File: src/rtl/oam_dma_controller.sv
// CPU/memory bus controller with sprite (OAM) DMA.
// Passes CPU cycles through and stalls the CPU while it copies one page to OAM.
module oam_dma_controller #(
   parameter logic [15:0] DMA_REGISTER_ADDRESS = 16'h4014,
   parameter logic [15:0] OAM_DATA_ADDRESS     = 16'h2004
) (
   input  logic        clock_i,
   input  logic        reset_ni,
   input  logic        tick_i,
   input  logic [15:0] cpu_address_i,
   input  logic        cpu_address_valid_i,
   input  logic        cpu_write_i,
   input  logic [7:0]  cpu_data_i,
   output logic [7:0]  cpu_data_o,
   output logic        cpu_data_valid_o,
   output logic        dma_active_o,
   output logic [15:0] mem_address_o,
   output logic        mem_request_o,
   output logic        mem_write_o,
   output logic [7:0]  mem_data_o,
   input  logic [7:0]  mem_data_i,
   input  logic        mem_data_valid_i
);

   typedef enum logic [2:0] {
      IDLE,
      HALT,
      ALIGN,
      READ,
      WRITE
   } state_e;

   state_e     state_q, state_d;
   logic [7:0] page_q, page_d;
   logic [7:0] index_q, index_d;
   logic [7:0] buffer_q, buffer_d;
   logic       parity_q;
   logic       trigger;

   assign trigger = cpu_address_valid_i & cpu_write_i
                  & (cpu_address_i == DMA_REGISTER_ADDRESS);

   assign dma_active_o = (state_q != IDLE);

   always_ff @(posedge clock_i or negedge reset_ni) begin
      if (!reset_ni) begin
         state_q  <= IDLE;
         page_q   <= 8'h00;
         index_q  <= 8'h00;
         buffer_q <= 8'h00;
         parity_q <= 1'b0;
      end else if (tick_i) begin
         state_q  <= state_d;
         page_q   <= page_d;
         index_q  <= index_d;
         buffer_q <= buffer_d;
         parity_q <= ~parity_q;
      end
   end

   always_comb begin
      state_d          = state_q;
      page_d           = page_q;
      index_d          = index_q;
      buffer_d         = buffer_q;
      cpu_data_o       = 8'h00;
      cpu_data_valid_o = 1'b0;
      mem_address_o    = 16'h0000;
      mem_request_o    = 1'b0;
      mem_write_o      = 1'b0;
      mem_data_o       = 8'h00;

      unique case (state_q)
         IDLE: begin
            mem_address_o = cpu_address_i;
            mem_write_o   = cpu_write_i;
            mem_data_o    = cpu_data_i;
            cpu_data_o    = mem_data_i;
            if (trigger) begin
               // The DMA register lives here; the write never reaches the bus.
               cpu_data_valid_o = tick_i;
               page_d           = cpu_data_i;
               index_d          = 8'h00;
               state_d          = HALT;
            end else begin
               mem_request_o    = cpu_address_valid_i;
               cpu_data_valid_o = mem_data_valid_i;
            end
         end
         HALT: begin
            state_d = parity_q ? ALIGN : READ;
         end
         ALIGN: begin
            state_d = READ;
         end
         READ: begin
            mem_address_o = {page_q, index_q};
            mem_request_o = 1'b1;
            if (mem_data_valid_i) begin
               buffer_d = mem_data_i;
               state_d  = WRITE;
            end
         end
         WRITE: begin
            mem_address_o = OAM_DATA_ADDRESS;
            mem_request_o = 1'b1;
            mem_write_o   = 1'b1;
            mem_data_o    = buffer_q;
            if (mem_data_valid_i) begin
               index_d = index_q + 8'd1;
               state_d = (index_q == 8'hFF) ? IDLE : READ;
            end
         end
         default: begin
            state_d = IDLE;
         end
      endcase

      // Keep the bus and CPU quiet for as long as reset is held.
      if (!reset_ni) begin
         mem_request_o    = 1'b0;
         cpu_data_valid_o = 1'b0;
      end
   end

endmodule

File: config.mk
export PLATFORM = sky130hd
export DESIGN_NAME = oam_dma_controller
export DESIGN_NICKNAME = d
export VERILOG_FILES = /design/src/rtl/oam_dma_controller.sv
export SDC_FILE = /design/constraint.sdc
export NUM_CORES = 1
export LEC_CHECK = 0
export CAP_MARGIN = 20
export CELL_PAD_IN_SITES_DETAIL_PLACEMENT = 1
export CELL_PAD_IN_SITES_GLOBAL_PLACEMENT = 1
export CORE_UTILIZATION = 35
export CTS_BUF_LIST = sky130_fd_sc_hd__clkbuf_8
export CTS_CLUSTER_DIAMETER = 120
export DETAILED_ROUTE_END_ITERATION = 6
export PLACE_DENSITY_LB_ADDON = 0.1
export SYNTH_ARGS = -nofsm -noshare
export SYNTH_HDL_FRONTEND = slang
export SYNTH_SLANG_ARGS = --single-unit
File: constraint.sdc
create_clock -name clock_i -period 5.5 [get_ports clock_i]
set_input_delay 1.1 -clock clock_i [delete_from_list [all_inputs] [get_ports clock_i]]
set_output_delay 1.1 -clock clock_i [all_outputs]
set_load 0.005 [all_outputs]
==> results.py <==
# Auto-generated metrics
metrics = {
    "routing": {
        "drt_iter0_drc": 70,
        "detail_route.first_pass.iterations": 4,
        "routed_wl_um": 5814,
        "drt-vias-per-instance": 5.571,
        "final_antenna_net_count": 0,
        "drc": 0,
    },
    "yosys": {
        "top_cell_area_share_pct": 40.35,
        "ys_dominant_reg_cell": "sky130_fd_sc_hd__dfrtp_1",
        "synth-edff-count": 0,
        "synth-seq-cells": 28,
        "count_leader_synth": "sky130_fd_sc_hd__dfrtp_1",
        "synthTopCellsByCount": "28 x sky130_fd_sc_hd__dfrtp_1, 21 x sky130_fd_sc_hd__a22o_1, 20 x sky130_fd_sc_hd__nand2_1",
        "mappedNetlistArea_um2": 1737,
    },
    "pwr": {
        "comb_power_share_pct": 22.7,
        "power_leakage_nw": 1.049,
        "pwr-share-seq_pct": 51.7,
        "totalPowerFinal_mw": 0.4407,
        "combinational_power_mw": 0.0998,
        "internal_power_mw": 0.3295,
        "power.switching_mw": 0.1112,
        "pg_seq_mw": 0.228,
    },
    "floorplan": {
        "rows": 25,
        "die_area_um2": 5248,
        "pin_count": 74,
        "core-area_um2": 4755,
        "die-width_um": 72.44,
    },
    "clock_network": {
        "worst_setup_hold_path_clk_slew_ps": 100,
        "root_buffer": "sky130_fd_sc_hd__clkbuf_8",
        "clock_tree.htree_level_count": 1,
    },
    "setup_path": {
        "rr_worst_depth": 4,
        "timing.critical_path.from_type": "input port",
        "worst_reg2reg_path_endpoint": "index_q[0]",
        "path_buffers": 2,
        "worstPathRequired_ps": 4400,
        "worst_r2r_startpoint": "state_q[2]",
        "critPathTopFamily": "buffers and inverters",
        "cp.depth": 5,
        "timing.critical_path.cells": "clkdlybuf4s50_1, or4_4, or3_4, o31ai_1, clkdlybuf4s50_1",
        "worstPathArrival_ps": 3260,
        "critical_path.max_stage_delay_ps": 550,
        "path_max_fanout": 4,
    },
    "timing": {
        "skew_ps": 6.751,
        "worst-slew-pin-transition_ps": 992.9,
        "final.setup.worst_slack_ps": 1137,
        "timing.final.hold_violations": 0,
        "final.min_clock_period_ps": 4363,
    },
    "global_routing": {
        "met3_usage_grt_pct": 3.750,
        "grtUsageMet2_pct": 38.01,
        "grt_antenna_before_repair": 0,
        "grt_first_pass_wirelength_um": 8928,
        "global_route.usage.total_pct": 22.42,
    },
    "finish": {
        "final_nets": 284,
        "layout.area.top_class": "combinational gates",
        "final.signal_buffer_count": 78,
        "mostFrequentLayoutCell": "sky130_fd_sc_hd__clkdlybuf4s50_1",
        "seqCellArea_um2": 700.7,
        "area.share.sequential_pct": 27.11,
        "multi_input_comb_area_um2": 964.7,
        "nFillCells": 542,
        "drive_above_1_share_pct": 13.99,
        "number_of_sequential_storage_elements": 28,
    },
    "hold_path": {
        "whs_endpoint": "parity_q",
    },
    "placement": {
        "hpwl_um": 4335,
        "detailed_place.area_um2": 2510,
        "count_of_input_and_output_buffers": 73,
        "place_inst": 304,
    },
    "run_status": {
        "run_status": "completed",
    },
}
==> images/final_clocks.png <==
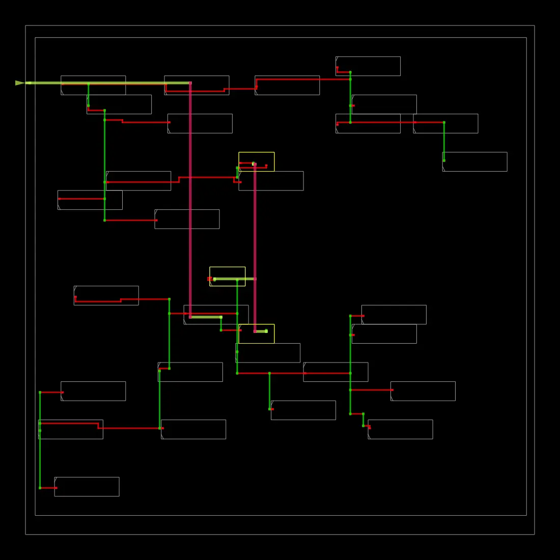
power consumed by the clock network: 0.113 mW
clock latency reported for the late side of the worst-skew pair: 280 ps
cts bufs inserted: 3

==> images/pins.png <==
Pins as bars across the die edge, other pins in grey.
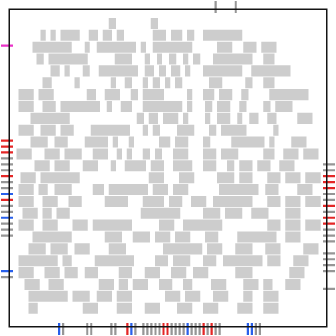
legend:
  blue:
    port: mem_data_i
    pins: 8
    direction: input
    edge: 5 bottom, 3 left
  magenta:
    port: clock_i
    pins: 1
    direction: input
    edge: left
  red:
    port: mem_address_o
    pins: 16
    direction: output
    edge: 6 right, 5 left, 5 bottom
all pins by edge: 33 bottom, 20 left, 19 right, 2 top

Power and IR drop assume default switching activity.
